<file path="src/rtl/wb_alu_initiator.sv">
// wb_alu_initiator
// Wishbone initiator that runs one ALU transaction on the operand/opcode/result
// register peripheral for a local client: write A, B and OPCODE, wait for the
// result to settle, read RESULT_LO and RESULT_HI, then hand back a 64-bit
// result on a valid/ready port. Only one transaction is in flight at a time.
//
// Build option: define WB_INIT_TIMEOUT_EN to abort a transaction when any bus
// access waits TIMEOUT_CYCLES for its ack; the response then carries
// rsp_err = 1 and rsp_data = 0. Without it the block waits for ack forever and
// rsp_err is tied low.
//
// SETTLE_CYCLES must be at least 1.
module wb_alu_initiator #(
  parameter logic [31:0] BASE_ADDRESS   = 32'h3000_0000,
  parameter logic [31:0] A_ADDRESS      = BASE_ADDRESS + 32'd0,
  parameter logic [31:0] RES_LO_ADDRESS = BASE_ADDRESS + 32'd8,
  parameter logic [31:0] B_ADDRESS      = BASE_ADDRESS + 32'd12,
  parameter logic [31:0] OPCODE_ADDRESS = BASE_ADDRESS + 32'd16,
  parameter logic [31:0] RES_HI_ADDRESS = BASE_ADDRESS + 32'd20,
  parameter int          SETTLE_CYCLES  = 2,
  parameter int          TIMEOUT_CYCLES = 16
) (
  input  logic        clk,
  input  logic        reset,
  input  logic        cmd_valid,
  output logic        cmd_ready,
  input  logic [31:0] cmd_a,
  input  logic [31:0] cmd_b,
  input  logic [3:0]  cmd_op,
  output logic        rsp_valid,
  input  logic        rsp_ready,
  output logic [63:0] rsp_data,
  output logic        rsp_err,
  output logic        busy,
  output logic        o_wb_cyc,
  output logic        o_wb_stb,
  output logic        o_wb_we,
  output logic [31:0] o_wb_addr,
  output logic [31:0] o_wb_data,
  output logic [3:0]  o_wb_sel,
  input  logic        i_wb_ack,
  input  logic        i_wb_stall,
  input  logic [31:0] i_wb_data
);

  // One counter serves both the settle delay and the ack timeout; the two
  // never run at the same time, so it is sized for the larger of the two.
  localparam int CNT_MAX = (SETTLE_CYCLES > TIMEOUT_CYCLES) ? SETTLE_CYCLES : TIMEOUT_CYCLES;
  localparam int CNT_W   = $clog2(CNT_MAX + 1);
  localparam logic [CNT_W-1:0] SETTLE_LAST = CNT_W'(SETTLE_CYCLES - 1);
`ifdef WB_INIT_TIMEOUT_EN
  localparam logic [CNT_W-1:0] TIMEOUT_LAST = CNT_W'(TIMEOUT_CYCLES - 1);
`endif

  typedef enum logic [2:0] {
    ST_IDLE   = 3'd0,
    ST_WR_A   = 3'd1,
    ST_WR_B   = 3'd2,
    ST_WR_OP  = 3'd3,
    ST_SETTLE = 3'd4,
    ST_RD_LO  = 3'd5,
    ST_RD_HI  = 3'd6,
    ST_RESP   = 3'd7
  } state_t;

  state_t            state_r,     state_n;
  logic              cyc_r,       cyc_n;
  logic              stb_r,       stb_n;
  logic              we_r,        we_n;
  logic [31:0]       addr_r,      addr_n;
  logic [31:0]       wdata_r,     wdata_n;
  logic [31:0]       a_r,         a_n;
  logic [31:0]       b_r,         b_n;
  logic [3:0]        op_r,        op_n;
  logic [31:0]       res_lo_r,    res_lo_n;
  logic [31:0]       res_hi_r,    res_hi_n;
  logic              rsp_valid_r, rsp_valid_n;
  logic              err_r,       err_n;
  logic [CNT_W-1:0]  cnt_r,       cnt_n;
  logic              cmd_ready_r, cmd_ready_n;
  logic              busy_r,      busy_n;

  // Access descriptor for the bus state we are in
  logic              acc_we_s;
  logic [31:0]       acc_addr_s;
  logic [31:0]       acc_data_s;

  // Decode address, direction and write data of the access owned by each bus state
  always_comb begin
    acc_we_s   = 1'b1;
    acc_addr_s = A_ADDRESS;
    acc_data_s = a_r;
    case (state_r)
      ST_WR_A: begin
        acc_we_s   = 1'b1;
        acc_addr_s = A_ADDRESS;
        acc_data_s = a_r;
      end
      ST_WR_B: begin
        acc_we_s   = 1'b1;
        acc_addr_s = B_ADDRESS;
        acc_data_s = b_r;
      end
      ST_WR_OP: begin
        acc_we_s   = 1'b1;
        acc_addr_s = OPCODE_ADDRESS;
        acc_data_s = {28'h000_0000, op_r};
      end
      ST_RD_LO: begin
        acc_we_s   = 1'b0;
        acc_addr_s = RES_LO_ADDRESS;
        acc_data_s = 32'h0000_0000;
      end
      ST_RD_HI: begin
        acc_we_s   = 1'b0;
        acc_addr_s = RES_HI_ADDRESS;
        acc_data_s = 32'h0000_0000;
      end
      default: begin
        acc_we_s   = 1'b1;
        acc_addr_s = A_ADDRESS;
        acc_data_s = a_r;
      end
    endcase
  end

  // Next-state and next-output logic of the transaction sequencer
  always_comb begin
    state_n     = state_r;
    cyc_n       = cyc_r;
    stb_n       = stb_r;
    we_n        = we_r;
    addr_n      = addr_r;
    wdata_n     = wdata_r;
    a_n         = a_r;
    b_n         = b_r;
    op_n        = op_r;
    res_lo_n    = res_lo_r;
    res_hi_n    = res_hi_r;
    rsp_valid_n = rsp_valid_r;
    err_n       = err_r;
    cnt_n       = cnt_r;

    case (state_r)
      ST_IDLE: begin
        if (cmd_valid && cmd_ready_r) begin
          a_n      = cmd_a;
          b_n      = cmd_b;
          op_n     = cmd_op;
          res_lo_n = 32'h0000_0000;
          res_hi_n = 32'h0000_0000;
          err_n    = 1'b0;
          // The A write goes out right away, in the cycle after the handshake
          cyc_n    = 1'b1;
          stb_n    = 1'b1;
          we_n     = 1'b1;
          addr_n   = A_ADDRESS;
          wdata_n  = cmd_a;
          cnt_n    = '0;
          state_n  = ST_WR_A;
        end else begin
          state_n  = ST_IDLE;
        end
      end

      ST_WR_A, ST_WR_B, ST_WR_OP, ST_RD_LO, ST_RD_HI: begin
        if (!cyc_r) begin
          // Bus was idle for at least one cycle: launch this state's access.
          // Acks seen while cyc is low are strays and fall through here.
          cyc_n   = 1'b1;
          stb_n   = 1'b1;
          we_n    = acc_we_s;
          addr_n  = acc_addr_s;
          wdata_n = acc_data_s;
          cnt_n   = '0;
        end else if (i_wb_ack) begin
          // Ack closes the access, even if it arrives with the strobe
          cyc_n = 1'b0;
          stb_n = 1'b0;
          cnt_n = '0;
          case (state_r)
            ST_WR_A:  state_n = ST_WR_B;
            ST_WR_B:  state_n = ST_WR_OP;
            ST_WR_OP: state_n = ST_SETTLE;
            ST_RD_LO: begin
              res_lo_n = i_wb_data;
              state_n  = ST_RD_HI;
            end
            ST_RD_HI: begin
              res_hi_n = i_wb_data;
              state_n  = ST_RESP;
            end
            default:  state_n = ST_IDLE;
          endcase
`ifdef WB_INIT_TIMEOUT_EN
        end else if (cnt_r == TIMEOUT_LAST) begin
          // Responder never answered: abandon the rest of the transaction
          cyc_n    = 1'b0;
          stb_n    = 1'b0;
          cnt_n    = '0;
          res_lo_n = 32'h0000_0000;
          res_hi_n = 32'h0000_0000;
          err_n    = 1'b1;
          state_n  = ST_RESP;
`endif
        end else begin
          // Strobe is held until the responder samples it without stall
          if (stb_r && !i_wb_stall) begin
            stb_n = 1'b0;
          end else begin
            stb_n = stb_r;
          end
`ifdef WB_INIT_TIMEOUT_EN
          cnt_n = cnt_r + 1'b1;
`else
          cnt_n = cnt_r;
`endif
        end
      end

      ST_SETTLE: begin
        // Give the peripheral time to update its result after the opcode write
        if (cnt_r == SETTLE_LAST) begin
          cnt_n   = '0;
          state_n = ST_RD_LO;
        end else begin
          cnt_n   = cnt_r + 1'b1;
        end
      end

      ST_RESP: begin
        if (!rsp_valid_r) begin
          rsp_valid_n = 1'b1;
        end else if (rsp_ready) begin
          rsp_valid_n = 1'b0;
          state_n     = ST_IDLE;
        end else begin
          rsp_valid_n = 1'b1;
        end
      end

      default: begin
        cyc_n       = 1'b0;
        stb_n       = 1'b0;
        rsp_valid_n = 1'b0;
        state_n     = ST_IDLE;
      end
    endcase

    cmd_ready_n = (state_n == ST_IDLE);
    busy_n      = (state_n != ST_IDLE);
  end

  // State and output registers with synchronous reset
  always_ff @(posedge clk) begin
    if (reset) begin
      state_r     <= ST_IDLE;
      cyc_r       <= 1'b0;
      stb_r       <= 1'b0;
      we_r        <= 1'b0;
      addr_r      <= 32'h0000_0000;
      wdata_r     <= 32'h0000_0000;
      a_r         <= 32'h0000_0000;
      b_r         <= 32'h0000_0000;
      op_r        <= 4'h0;
      res_lo_r    <= 32'h0000_0000;
      res_hi_r    <= 32'h0000_0000;
      rsp_valid_r <= 1'b0;
      err_r       <= 1'b0;
      cnt_r       <= '0;
      cmd_ready_r <= 1'b1;
      busy_r      <= 1'b0;
    end else begin
      state_r     <= state_n;
      cyc_r       <= cyc_n;
      stb_r       <= stb_n;
      we_r        <= we_n;
      addr_r      <= addr_n;
      wdata_r     <= wdata_n;
      a_r         <= a_n;
      b_r         <= b_n;
      op_r        <= op_n;
      res_lo_r    <= res_lo_n;
      res_hi_r    <= res_hi_n;
      rsp_valid_r <= rsp_valid_n;
      err_r       <= err_n;
      cnt_r       <= cnt_n;
      cmd_ready_r <= cmd_ready_n;
      busy_r      <= busy_n;
    end
  end

  assign cmd_ready = cmd_ready_r;
  assign rsp_valid = rsp_valid_r;
  assign rsp_data  = {res_hi_r, res_lo_r};
`ifdef WB_INIT_TIMEOUT_EN
  assign rsp_err   = err_r;
`else
  assign rsp_err   = 1'b0;
`endif
  assign busy      = busy_r;
  assign o_wb_cyc  = cyc_r;
  assign o_wb_stb  = stb_r;
  assign o_wb_we   = we_r;
  assign o_wb_addr = addr_r;
  assign o_wb_data = wdata_r;
  assign o_wb_sel  = 4'hF;

endmodule
</file>
<file path="config.mk">
export PLATFORM = sky130hd
export DESIGN_NAME = wb_alu_initiator
export DESIGN_NICKNAME = d
export VERILOG_FILES = /design/src/rtl/wb_alu_initiator.sv
export SDC_FILE = /design/constraint.sdc
export NUM_CORES = 1
export LEC_CHECK = 0
export CORE_UTILIZATION = 50
export DETAILED_ROUTE_END_ITERATION = 12
export GPL_TIMING_DRIVEN = 0
export PLACE_DENSITY = 0.82
export SYNTH_ARGS = -nofsm -noshare
export SYNTH_HDL_FRONTEND = slang
export SYNTH_SLANG_ARGS = --single-unit
</file>
<file path="constraint.sdc">
create_clock -name clk -period 5.6 [get_ports clk]
set_clock_uncertainty 0.15 [all_clocks]
set_input_delay 0.56 -clock clk [delete_from_list [all_inputs] [get_ports clk]]
set_output_delay 0.56 -clock clk [all_outputs]
set_load 0.05 [all_outputs]
</file>
run_1/gates.png
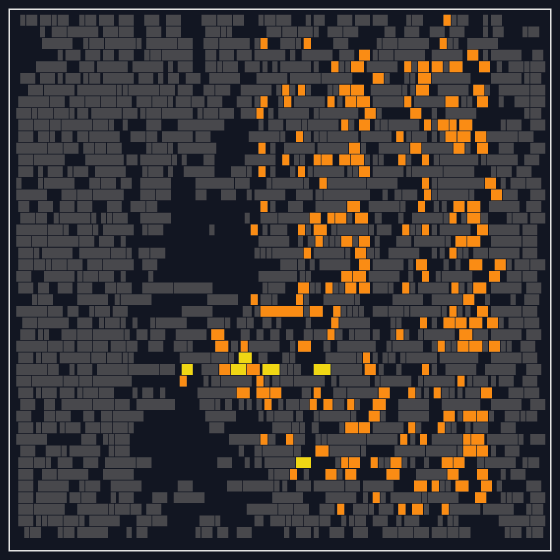
color	family	cells
orange	aoi and oai cells	188
yellow	non-inverting ao/oa cells	6

run_1/port_trees.png
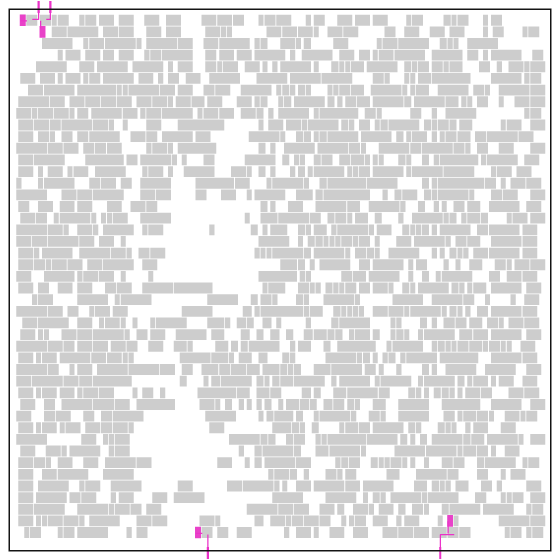
color	port	bits	direction	edge	end cells	buffers	wire
magenta	o_wb_sel	4	output	2 south, 2 north	4	4	23.1 um

run_1/layers.png
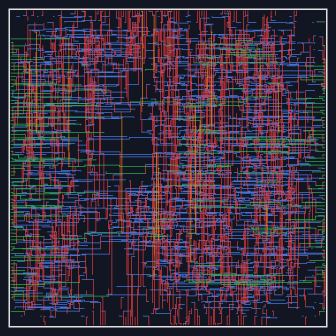
color	layer	wire length
orange	M4	545 um
blue	M1	9,350 um
green	M3	2,190 um
red	M2	10,600 um

## run 1: stage by stage
| step | utilization, % | cells |
|---|---|---|
| finish | 71.1 | 1340 |
| global route | 71.1 | 1340 |
| CTS | 71.1 | 1340 |
| detailed placement | 67.1 | 1308 |
| global placement | 67.1 | 1308 |
| floorplan | - | 910 |
## run 1: report_power, final
part           internal, uW  switching, uW  leakage, uW
clock network           720            531     0.000292
registers              1420           70.3      0.00149
logic                   393            705      0.00237
## run 1: how the worst max path moves through the flow
stage / depth (start not counted) / to
finish: 1 / o_wb_cyc
global route: 1 / o_wb_cyc
CTS: 1 / o_wb_cyc
detailed placement: 7 / op_r[0]$_SDFFE_PP0P_
global placement: 6 / o_wb_cyc$_SDFFE_PP0P_
floorplan: 6 / res_hi_r[1]$_SDFFE_PP0P_
## run 1: sequential cells by signal, indices dropped and copies added, names as in the netlist
name       cells
a_r           32
b_r           32
o_wb_data     32
res_hi_r      32
res_lo_r      32
cnt_r          5
o_wb_addr      4
op_r           4
state_r        3
busy           1
cmd_ready      1
o_wb_cyc       1
o_wb_stb       1
o_wb_we        1
rsp_valid      1
## run 1: cell usage in the layout (no fill, tap or decap), types with 4 or more instances in the layout
master           netlist  layout
nand2_1              146     146
nand3_1                7       7
a2bb2oi_1             32      32
nor2_1               112     112
clkbuf_1              48      49
nor3b_1               32      32
buf_2                 17      17
conb_1                 2      32
clkdlybuf4s50_1        0     210
a211oi_1              33      33
a22oi_1               33      33
nor2b_1                4       4
o21ai_0                4       4
nor3_1                 7       7
mux2i_1               65      65
clkbuf_16              0      17
dfxtp_1              182     182
buf_4                 40      40
a21oi_1               75      75
mux2_2                 4       4
## run 1: cell families (layout without fill, tap and decap cells)
kind of cell             Yosys count  in the layout  synth area share [%]
multiplexers                      69             69                  9.03
XOR/XNOR                           1              1                 0.114
flip-flops                       182            182                  47.3
AND-OR/OR-AND                    194            194                  17.4
other                              2             32                0.0975
AND/OR/NAND/NOR                  320            320                  18.1
adder cells (fa/ha/maj)            2              2                 0.325
buffers and inverters            110            352                  7.68
## run 1: layout make-up
type / count / share of cell area (%)
flip-flops and latches: 182 / 33.8
multi-input cells: 618 / 33.3
repair buffers: 210 / 19.5
plain buffers: 108 / 5.43
clock buffers: 19 / 4.11
well taps: 188 / 2.18
clock inverters: 13 / 1.57
inverters: 2 / 0.0697
## run 1: routing by layer
metal	routed length [um]	up-vias	share of wire (%)	GRT usage, %
met1	9350	3387	41	34.2
met5	0	-	0	0
met3	2190	39	9.7	9.60
li1	-	3492	-	-
met4	544	0	2.4	11.6
met2	10600	337	47	47.3
==> flow_metrics.py, run 1 <==
# Physical implementation metrics
metrics = {
    "critical_path": {
        "crit_slowest_cell": "clkdlybuf4s50_1",
        "reg2regPathDepth": 5,
        "cp_top_family": "buffers and inverters",
        "path_buffers": 1,
        "cp_data_required_time_ns": 4.89,
    },
    "grt": {
        "grt_pass1_wl_um": 35800,
        "overflow": 0,
    },
    "sta": {
        "rsz0062_at_grt": "false",
        "hold_ws_ns": 0.307,
    },
    "synthesis": {
        "most_common_cell": "dfxtp_1",
        "netlist_area_um2": 7710,
        "synth.area.top_cells": "dfxtp_1 (47%), mux2i_1 (8.4%), nand2_1 (7.1%), nor2_1 (5.5%), a21oi_1 (4.9%)",
        "synth_cell_types": 47,
        "ys.flops": 182,
    },
    "drt": {
        "totalWireLength_um": 22700,
        "vias_per_cell": 5.41,
    },
    "placed_design": {
        "dp_hpwl_um": 16200,
        "placed_area_um2": 10200,
    },
    "min_path": {
        "holdPathEnd": "op_r[2]$_SDFFE_PP0P_",
    },
    "floorplanning": {
        "die_area_um2": 15900,
        "die_h_um": 126,
    },
    "finish": {
        "num_antenna_cells": 0,
        "final_area_um2": 10800,
    },
    "power": {
        "power_uw": 3840,
    },
    "outcome": {
        "status": "complete, no violations",
    },
    "cts": {
        "clkTransAtPathRegs_ns": 0.07,
    },
}
==> run 2, diff against run 1 <==
- CORE_UTILIZATION: 50 -> 42
- PLACE_DENSITY: 0.82 -> 0.73
- clock period: 5.6 -> 2.2 ns (I/O delays scaled with it)
run_2/clock_wires.png
The bar under the picture is 50 um long.
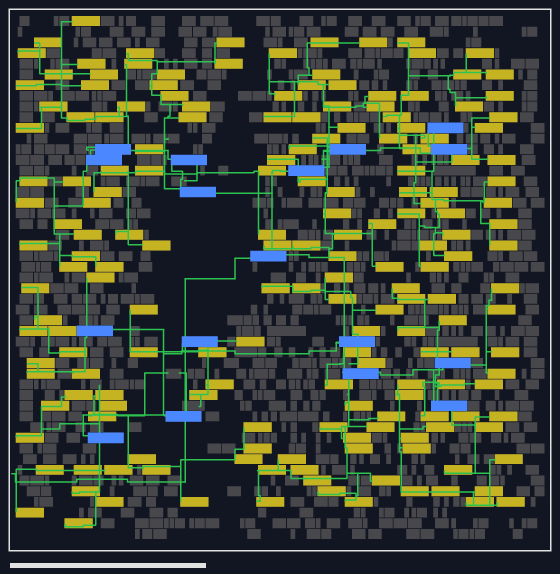
[green] clock wires | length: 2,270 um
[blue] clock-net drivers | count: 17
[yellow] flip-flops | count: 182
routed clock nets	18
flops lie	widely spread

run_2/layers.png
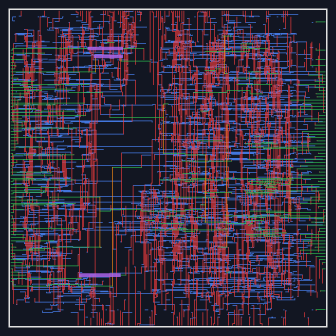
color	layer	wire length
orange	M4	224 um
green	M3	2,230 um
blue	M1	9,570 um
red	M2	10,900 um
purple	M5	41.4 um

==> run 2 against run 1 <==
Compared with the run above: non-clock buffer count rose by 2; routed wire length rose by 1.5%; global-route usage fell by 4.4 points; sequential cell count did not move; critical path type is now register to register; worst setup slack got worse by 3.1 ns; highest routed layer is now met5; final area rose by 0.83%; area after synthesis did not move; cell count rose by 3.2%.
==> flow_metrics.py, run 2 <==
# Physical implementation metrics
metrics = {
    "finish": {
        "num_antenna_cells": 0,
        "lay_top_cells": "clkdlybuf4s50_1 (210), dfxtp_1 (182), nand2_1 (146)",
        "final_area_um2": 10900,
        "layout_top_cell": "clkdlybuf4s50_1",
    },
    "critical_path": {
        "reg2reg_setup_slack_ns": 0.05,
        "critPathKind": "register to register",
        "crit_slowest_cell": "clkbuf_1",
        "cp_top_family": "buffers and inverters",
        "path_buffers": 3,
        "cp_data_required_time_ns": 2.35,
    },
    "cts": {
        "clkTransAtPathRegs_ns": 0.08,
        "root_buffer": "clkbuf_16",
    },
    "synthesis": {
        "ys.flops": 182,
        "synth.area.top_cells": "dfxtp_1 (47%), mux2i_1 (8.4%), nand2_1 (7.1%), nor2_1 (5.5%), a21oi_1 (4.9%)",
        "most_common_cell": "dfxtp_1",
        "synth_cell_types": 47,
        "top_area_cell": "dfxtp_1",
        "netlist_area_um2": 7710,
    },
    "power": {
        "ir_drop_mv": 0.584,
    },
    "placed_design": {
        "dp_hpwl_um": 16500,
        "placed_area_um2": 10200,
    },
    "grt": {
        "track_usage_pct": 24.2,
        "overflow": 0,
        "grt_pass1_wl_um": 35200,
    },
    "outcome": {
        "status": "complete, no violations",
    },
    "drt": {
        "vias_per_cell": 5.14,
        "totalWireLength_um": 23000,
    },
    "floorplanning": {
        "die_area_um2": 18900,
        "die_h_um": 137,
    },
    "min_path": {
        "hold_class": "input pin to register",
    },
}
[run 2: final timing paths]
kind / startpoint / end / cells past startpoint
worst max register to register: state_r[2]$_SDFF_PP0_ / o_wb_data[27]$_SDFFE_PP0P_ / 5
worst max-delay path: state_r[2]$_SDFF_PP0_ / o_wb_data[27]$_SDFFE_PP0P_ / 5
worst min register to register: op_r[1]$_SDFFE_PP0P_ / op_r[1]$_SDFFE_PP0P_ / 2
worst min-delay path: cmd_b[26] / b_r[26]$_SDFFE_PP0P_ / 3
[run 2: power breakdown]
part / internal [uW] / switching (uW)
combinational: 1020 / 1800
sequential: 3600 / 172
clock: 1750 / 1420
[run 2: routing by layer]
layer	global-route usage, %	vias up	share of wire, %
li1	-	3506	-
met1	29.9	3288	42
met2	40.0	281	48
met3	8.35	25	9.7
met4	6.04	6	0.97
met5	0	-	0.18
[run 2: metrics by stage]
step	util, %	TNS [ns]	cells	hold WS, ns	total power [uW]
final	60.4	0	1383	0.178	9760
after global routing	60.4	-0.00173	1383	0.180	10200
after CTS	60.2	0	1381	0.164	9770
after detailed placement	56.8	-0.134	1349	0.296	6640
after global placement	56.8	-0.0612	1349	0.288	6610
after floorplan	-	0	910	0.206	5700
[run 2: worst min-delay path, stage by stage]
cell and delay, ns:
clkdlybuf4s50_1 0.39, nand2_1 0.06, a21oi_1 0.05
[run 2: cell families (layout without fill, tap and decap cells)]
group / count (synthesis) / count (layout) / share of synthesized area [%]
flops: 182 / 182 / 47.3
compound gates: 194 / 194 / 17.4
buf+inv: 110 / 354 / 7.68
xor+xnor: 1 / 1 / 0.114
other cells: 2 / 32 / 0.0975
mux: 69 / 69 / 9.03
simple gates: 320 / 320 / 18.1
fa+ha+maj: 2 / 2 / 0.325
[run 2: timing repair]
action / CTS / global route
pin swaps: 0 / 1
gates resized: 1 / 18
setup endpoints to repair: 1 / 71
hold buffers: 0 / 0
buffers inserted: 0 / 2
[run 2: area by class of cell]
cell class              count  area, um2  area share, %
repair buffers            212       2120           19.5
clock inverters            13        161           1.49
clock buffers              19        443           4.08
inverters                   2       7.51         0.0691
multi-input cells         618       3600           33.2
well taps                 229        287           2.64
plain buffers             108        596           5.49
flip-flops and latches    182       3640           33.6
Power and IR drop assume default switching activity.
